## config.mk

```make
export PLATFORM = sky130hd
export DESIGN_NAME = unified_mem_arbiter_flat
export DESIGN_NICKNAME = d
export VERILOG_FILES = /design/src/rtl/unified_mem_arbiter_if.sv /design/src/rtl/unified_mem_arbiter.sv /design/src/flat_wrapper.sv
export SDC_FILE = /design/constraint.sdc
export NUM_CORES = 1
export LEC_CHECK = 0
export CELL_PAD_IN_SITES_DETAIL_PLACEMENT = 1
export CELL_PAD_IN_SITES_GLOBAL_PLACEMENT = 1
export CORE_MARGIN = 8
export CORE_UTILIZATION = 29
export CTS_CLUSTER_SIZE = 40
export DETAILED_ROUTE_END_ITERATION = 8
export GPL_ROUTABILITY_DRIVEN = 0
export PLACE_DENSITY_LB_ADDON = 0.1
export SYNTH_ARGS = -nofsm -noshare
export SYNTH_HDL_FRONTEND = slang
export SYNTH_SLANG_ARGS = --single-unit
```

## constraint.sdc

```tcl
create_clock -name clk_i -period 2.2 [get_ports clk_i]
set_clock_uncertainty 0.15 [all_clocks]
set_input_delay 0.55 -clock clk_i [delete_from_list [all_inputs] [get_ports clk_i]]
set_output_delay 0.55 -clock clk_i [all_outputs]
set_load 0.05 [all_outputs]
```

## src/rtl/unified_mem_arbiter_if.sv

```systemverilog
// Bundle of fetch, data and memory-side signals shared by the unified memory arbiter.
// slave is the arbiter's view; master is the view of the pipeline stages and memory.
interface unified_mem_arbiter_if #(
    parameter int ADDR_W = 32,
    parameter int DATA_W = 32
);
    logic              if_req_i;
    logic [ADDR_W-1:0] if_addr_i;
    logic              if_gnt_o;
    logic [DATA_W-1:0] if_rdata_o;

    logic              d_req_i;
    logic              d_we_i;
    logic [ADDR_W-1:0] d_addr_i;
    logic [DATA_W-1:0] d_wdata_i;
    logic              d_done_o;
    logic [DATA_W-1:0] d_rdata_o;

    logic              mem_en_o;
    logic              mem_we_o;
    logic [ADDR_W-1:0] mem_addr_o;
    logic [DATA_W-1:0] mem_wdata_o;
    logic [DATA_W-1:0] mem_rdata_i;

    logic              stall_if_o;
    logic              stall_mem_o;
    logic              busy_o;

    modport slave (
        input  if_req_i, if_addr_i,
        input  d_req_i, d_we_i, d_addr_i, d_wdata_i,
        input  mem_rdata_i,
        output if_gnt_o, if_rdata_o,
        output d_done_o, d_rdata_o,
        output mem_en_o, mem_we_o, mem_addr_o, mem_wdata_o,
        output stall_if_o, stall_mem_o, busy_o
    );

    modport master (
        output if_req_i, if_addr_i,
        output d_req_i, d_we_i, d_addr_i, d_wdata_i,
        output mem_rdata_i,
        input  if_gnt_o, if_rdata_o,
        input  d_done_o, d_rdata_o,
        input  mem_en_o, mem_we_o, mem_addr_o, mem_wdata_o,
        input  stall_if_o, stall_mem_o, busy_o
    );
endinterface

```

## src/rtl/unified_mem_arbiter.sv

```systemverilog
// Shares one single-port unified memory between fetch and load/store, holding each
// access for MEM_LAT cycles; data wins unless fetch has waited STARVE_MAX grants.
module unified_mem_arbiter #(
    parameter int ADDR_W     = 32,
    parameter int DATA_W     = 32,
    parameter int MEM_LAT    = 2,
    parameter int STARVE_MAX = 3
) (
    input  logic clk_i,
    input  logic start_i,
    unified_mem_arbiter_if.slave bus
);
    localparam int SW = $clog2(STARVE_MAX + 1);
    localparam int LW = (MEM_LAT > 1) ? $clog2(MEM_LAT) : 1;
    localparam logic [SW-1:0] STARVE_TOP = SW'(STARVE_MAX);
    localparam logic [LW-1:0] LAT_TOP    = LW'(MEM_LAT - 1);

    typedef enum logic [1:0] {
        IDLE   = 2'd0,
        ACCESS = 2'd1,
        RESP   = 2'd2
    } state_t;

    state_t            state;
    logic              own_data;
    logic [LW-1:0]     lat_cnt;
    logic [SW-1:0]     starve_cnt;
    logic              fetch_win;

    always_comb begin
        fetch_win = bus.if_req_i & ((starve_cnt == STARVE_TOP) | ~bus.d_req_i);
    end

    // mem_addr_o/mem_we_o/mem_wdata_o double as the latched request, so they stay
    // stable for the whole access regardless of what the requester does.
    always_ff @(posedge clk_i) begin
        if (!start_i) begin
            state           <= IDLE;
            own_data        <= 1'b0;
            lat_cnt         <= '0;
            starve_cnt      <= '0;
            bus.if_gnt_o    <= 1'b0;
            bus.if_rdata_o  <= '0;
            bus.d_done_o    <= 1'b0;
            bus.d_rdata_o   <= '0;
            bus.mem_en_o    <= 1'b0;
            bus.mem_we_o    <= 1'b0;
            bus.mem_addr_o  <= '0;
            bus.mem_wdata_o <= '0;
        end else begin
            bus.if_gnt_o <= 1'b0;
            bus.d_done_o <= 1'b0;
            unique case (state)
                IDLE: begin
                    if (bus.if_req_i | bus.d_req_i) begin
                        state        <= ACCESS;
                        lat_cnt      <= LAT_TOP;
                        bus.mem_en_o <= 1'b1;
                        if (fetch_win) begin
                            own_data        <= 1'b0;
                            bus.mem_we_o    <= 1'b0;
                            bus.mem_addr_o  <= bus.if_addr_i;
                            bus.mem_wdata_o <= '0;
                            starve_cnt      <= '0;
                        end else begin
                            own_data        <= 1'b1;
                            bus.mem_we_o    <= bus.d_we_i;
                            bus.mem_addr_o  <= bus.d_addr_i;
                            bus.mem_wdata_o <= bus.d_wdata_i;
                            if (!bus.if_req_i)
                                starve_cnt <= '0;
                            else if (starve_cnt != STARVE_TOP)
                                starve_cnt <= starve_cnt + 1'b1;
                        end
                    end
                end
                ACCESS: begin
                    if (lat_cnt == '0) begin
                        state        <= RESP;
                        bus.mem_en_o <= 1'b0;
                        bus.mem_we_o <= 1'b0;
                        if (own_data) begin
                            bus.d_done_o <= 1'b1;
                            if (!bus.mem_we_o)
                                bus.d_rdata_o <= bus.mem_rdata_i;
                        end else begin
                            bus.if_gnt_o   <= 1'b1;
                            bus.if_rdata_o <= bus.mem_rdata_i;
                        end
                    end else begin
                        lat_cnt <= lat_cnt - 1'b1;
                    end
                end
                RESP: begin
                    state <= IDLE;
                end
                default: begin
                    state <= IDLE;
                end
            endcase
        end
    end

    always_comb begin
        bus.stall_if_o  = bus.if_req_i & ~bus.if_gnt_o;
        bus.stall_mem_o = bus.d_req_i & ~bus.d_done_o;
        bus.busy_o      = (state != IDLE);
    end
endmodule
```

## src/flat_wrapper.sv

```systemverilog
// flat-port wrapper written by rule: the top's interface ports become plain ports
module unified_mem_arbiter_flat 
#(
    parameter int ADDR_W     = 32,
    parameter int DATA_W     = 32,
    parameter int MEM_LAT    = 2,
    parameter int STARVE_MAX = 3
)
  (clk_i, start_i, bus_if_req_i, bus_if_addr_i, bus_d_req_i, bus_d_we_i, bus_d_addr_i, bus_d_wdata_i, bus_mem_rdata_i, bus_if_gnt_o, bus_if_rdata_o, bus_d_done_o, bus_d_rdata_o, bus_mem_en_o, bus_mem_we_o, bus_mem_addr_o, bus_mem_wdata_o, bus_stall_if_o, bus_stall_mem_o, bus_busy_o);
  unified_mem_arbiter_if #(.ADDR_W(ADDR_W), .DATA_W(DATA_W)) bus_i ();
  input  logic clk_i;
  input  logic start_i;
  input wire logic [$bits(bus_i.if_req_i)-1:0] bus_if_req_i;
  input wire logic [$bits(bus_i.if_addr_i)-1:0] bus_if_addr_i;
  input wire logic [$bits(bus_i.d_req_i)-1:0] bus_d_req_i;
  input wire logic [$bits(bus_i.d_we_i)-1:0] bus_d_we_i;
  input wire logic [$bits(bus_i.d_addr_i)-1:0] bus_d_addr_i;
  input wire logic [$bits(bus_i.d_wdata_i)-1:0] bus_d_wdata_i;
  input wire logic [$bits(bus_i.mem_rdata_i)-1:0] bus_mem_rdata_i;
  output wire logic [$bits(bus_i.if_gnt_o)-1:0] bus_if_gnt_o;
  output wire logic [$bits(bus_i.if_rdata_o)-1:0] bus_if_rdata_o;
  output wire logic [$bits(bus_i.d_done_o)-1:0] bus_d_done_o;
  output wire logic [$bits(bus_i.d_rdata_o)-1:0] bus_d_rdata_o;
  output wire logic [$bits(bus_i.mem_en_o)-1:0] bus_mem_en_o;
  output wire logic [$bits(bus_i.mem_we_o)-1:0] bus_mem_we_o;
  output wire logic [$bits(bus_i.mem_addr_o)-1:0] bus_mem_addr_o;
  output wire logic [$bits(bus_i.mem_wdata_o)-1:0] bus_mem_wdata_o;
  output wire logic [$bits(bus_i.stall_if_o)-1:0] bus_stall_if_o;
  output wire logic [$bits(bus_i.stall_mem_o)-1:0] bus_stall_mem_o;
  output wire logic [$bits(bus_i.busy_o)-1:0] bus_busy_o;
  assign bus_i.if_req_i = bus_if_req_i;
  assign bus_i.if_addr_i = bus_if_addr_i;
  assign bus_i.d_req_i = bus_d_req_i;
  assign bus_i.d_we_i = bus_d_we_i;
  assign bus_i.d_addr_i = bus_d_addr_i;
  assign bus_i.d_wdata_i = bus_d_wdata_i;
  assign bus_i.mem_rdata_i = bus_mem_rdata_i;
  assign bus_if_gnt_o = bus_i.if_gnt_o;
  assign bus_if_rdata_o = bus_i.if_rdata_o;
  assign bus_d_done_o = bus_i.d_done_o;
  assign bus_d_rdata_o = bus_i.d_rdata_o;
  assign bus_mem_en_o = bus_i.mem_en_o;
  assign bus_mem_we_o = bus_i.mem_we_o;
  assign bus_mem_addr_o = bus_i.mem_addr_o;
  assign bus_mem_wdata_o = bus_i.mem_wdata_o;
  assign bus_stall_if_o = bus_i.stall_if_o;
  assign bus_stall_mem_o = bus_i.stall_mem_o;
  assign bus_busy_o = bus_i.busy_o;
  unified_mem_arbiter #(.ADDR_W(ADDR_W), .DATA_W(DATA_W), .MEM_LAT(MEM_LAT), .STARVE_MAX(STARVE_MAX)) u_core (.clk_i(clk_i), .start_i(start_i), .bus(bus_i));
endmodule
```

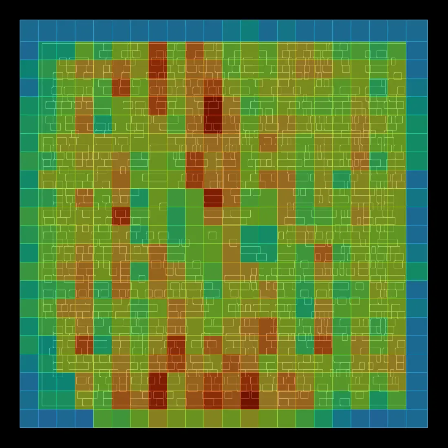
congestion_map.png
routing usage on met2: 29.1%
average detailed-routed wire length per instance: 19.3 um
final core utilization: 46.8%
GR Layer Usage met1: 18.7%
aggregate global-route resource usage: 16.9%

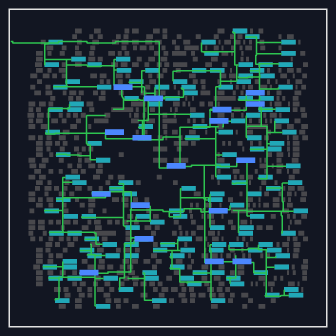
clock_wires.png
[blue] clock-net drivers | count: 17
[green] clock wires | length: 1980 um
[cyan] flip-flops | count: 138
routed clock nets: 18
flops lie: all over the die
Clock Power: 0.00321 W
clock group share of total power: 41.0%
Worst-Skew Late Latency: 0.41 ns

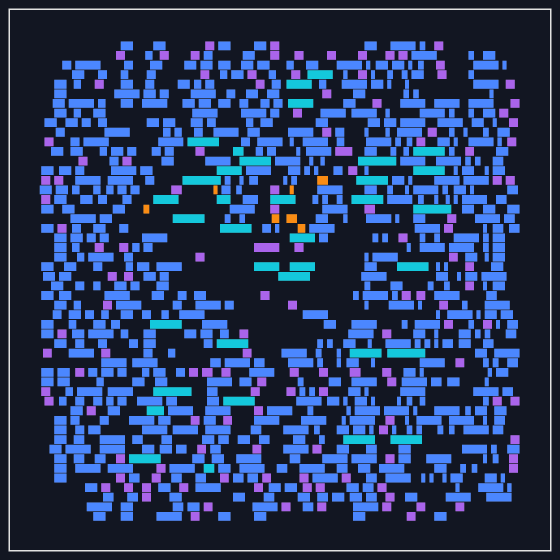
sizing.png
[blue] x1 and smaller | cells: 635 | share: 78%
[cyan] x6 and larger | cells: 35 | share: 4.3%
[orange] x2 | cells: 7 | share: 0.87%
[purple] x3 and x4 | cells: 132 | share: 16%
nonclk buf count: 282
synth-to-layout area growth: 59.9%
post-route cell area: 0.00870 mm^2
Final WS setup: 0.0409 ns

==> impl.org <==
#+TITLE: Physical design notes

** Status
- Outcome :: finished clean

** Clock tree
- TritonCTS created 17 clock buffers.
- The H-tree was split into 4 levels.
- Post-CTS repair changed the size of 16 cells.
- Buffers inserted by post-CTS timing repair :: 0
- Looking at the clock tree report, the root buffer type is sky130_fd_sc_hd__clkbuf_16.
- Counting every sink on the clock net gives 138.

** Final layout
- Fraction of area in multi-input gates :: 27.5%
- The final layout report lists a clock buffer count of 19.
- Flop share of the area :: 31.8%
- Multi-input comb cells :: 353
- Share of final-layout standard cells stronger than drive strength 1 :: 21.5%
- In the final design, more cell area goes to sequential cells than to any other class.

** Drt
- The script parses the final routing iteration and logs DRC violations as 0.
- DR pass1 iterations :: 4
- Drt total wl :: 20200 um

** Synthesis
- For reference, the post-synthesis area per instance comes to 9.85 um^2.
- Cell taking the most area after synthesis :: sky130_fd_sc_hd__dfxtp_1
- The synthesized netlist has a Yosys-reported chip area of 0.00544 mm^2.
- Number of cells in the yosys synthesis report :: 552
- Top post-synthesis cells by count :: sky130_fd_sc_hd__dfxtp_1, sky130_fd_sc_hd__nand2_1, sky130_fd_sc_hd__and3_1, sky130_fd_sc_hd__nand3_1
- Number of synthesis warnings :: 0
- In this run, the synthesized area fraction spent on xor and xnor cells is recorded as 0%.
- Yosys attributes the largest share of cell area to sky130_fd_sc_hd__dfxtp_1, sky130_fd_sc_hd__mux2i_1, sky130_fd_sc_hd__o311a_1.
- Per the synth stats, the flop cell with the highest instance count is sky130_fd_sc_hd__dfxtp_1.
- The number of nets handed over by synthesis was 686.
- Summing the areas of all fa, ha and maj instances in the mapped netlist gives 0.230% of the synthesized area.

** Critical path
- Looking at the reg2reg group, the worst path starts from u_core.starve_cnt[0].
- Among all stages on the critical path, the largest delay is contributed by sky130_fd_sc_hd__clkdlybuf4s50_1.
- Top Family by Delay on Critical Path :: buffers and inverters
- According to the timing report, the arrival time at the worst endpoint equals 1.46 ns.
- Number of cells on the critical path :: 3
- The number of cells on the worst reg-to-reg path is 5.
- Crit-path max FO :: 3

** Min path
- Hold analysis lists the worst path endpoint as u_core.bus.if_rdata_o[18].
- Hold path cells :: 2

** Power and ir drop
- After layout, the design draws a total of 0.00783 W.
- Summed over all cells, the static leakage comes to 4.02 nW.
- The script computed a power per unit cell area of 900 mW/mm^2.

** Run
- Max-cap violations in this run came to 0.
- In this run the tools logged warnings totalling 26.

** STA
- Worst hold slack :: 0.306 ns
- The flow reports an fmax of 463 MHz.
- For the pin with the worst max-slew slack, the measured transition is 0.636 ns.
- Slew headroom :: 57.6%

** Global route
- Global routing used 6.79% of the available met3 tracks.
- Layer with the highest usage after global routing :: met2

** Place
- Prior to clock tree synthesis, the placed netlist has a worst setup slack of 0.0285 ns.

** Floorplanning
- Tap cell instance count :: 234
-- power breakdown --
part	total (W)	internal, W	switching [W]
logic	0.00182	0.000701	0.00112
registers	0.00279	0.00269	0.000108
clock network	0.00321	0.00206	0.00115
-- layer usage --
layer | vias to the layer above | wire length [um]
met5 | - | 0
met4 | 0 | 314
met3 | 20 | 1400
met2 | 163 | 9910
met1 | 2468 | 8550
li1 | 2501 | -
-- cell usage in the layout, fill, tap and decap left out, types with 2 or more instances in the layout --
cell,netlist,routed
sky130_fd_sc_hd__dfxtp_1,138,138
sky130_fd_sc_hd__clkdlybuf4s50_1,0,130
sky130_fd_sc_hd__buf_4,1,126
sky130_fd_sc_hd__nand2_1,66,66
sky130_fd_sc_hd__and3_1,33,33
sky130_fd_sc_hd__nand3_1,33,33
sky130_fd_sc_hd__a21boi_0,32,32
sky130_fd_sc_hd__o21bai_1,32,32
sky130_fd_sc_hd__o311a_1,32,32
sky130_fd_sc_hd__a22o_1,32,32
sky130_fd_sc_hd__mux2i_1,32,32
sky130_fd_sc_hd__o21ai_1,19,19
sky130_fd_sc_hd__clkbuf_16,0,17
sky130_fd_sc_hd__o21ai_0,16,16
sky130_fd_sc_hd__dlygate4sd2_1,0,16
sky130_fd_sc_hd__buf_12,0,9
sky130_fd_sc_hd__a21oi_1,5,5
sky130_fd_sc_hd__bufinv_16,0,5
sky130_fd_sc_hd__nor2_1,5,4
sky130_fd_sc_hd__clkinv_4,0,4
sky130_fd_sc_hd__inv_1,3,3
sky130_fd_sc_hd__nor2_2,1,2
sky130_fd_sc_hd__inv_2,2,2
sky130_fd_sc_hd__or4_1,2,2
sky130_fd_sc_hd__nand3b_1,2,2
sky130_fd_sc_hd__inv_6,0,2
Power and IR drop assume default switching activity.
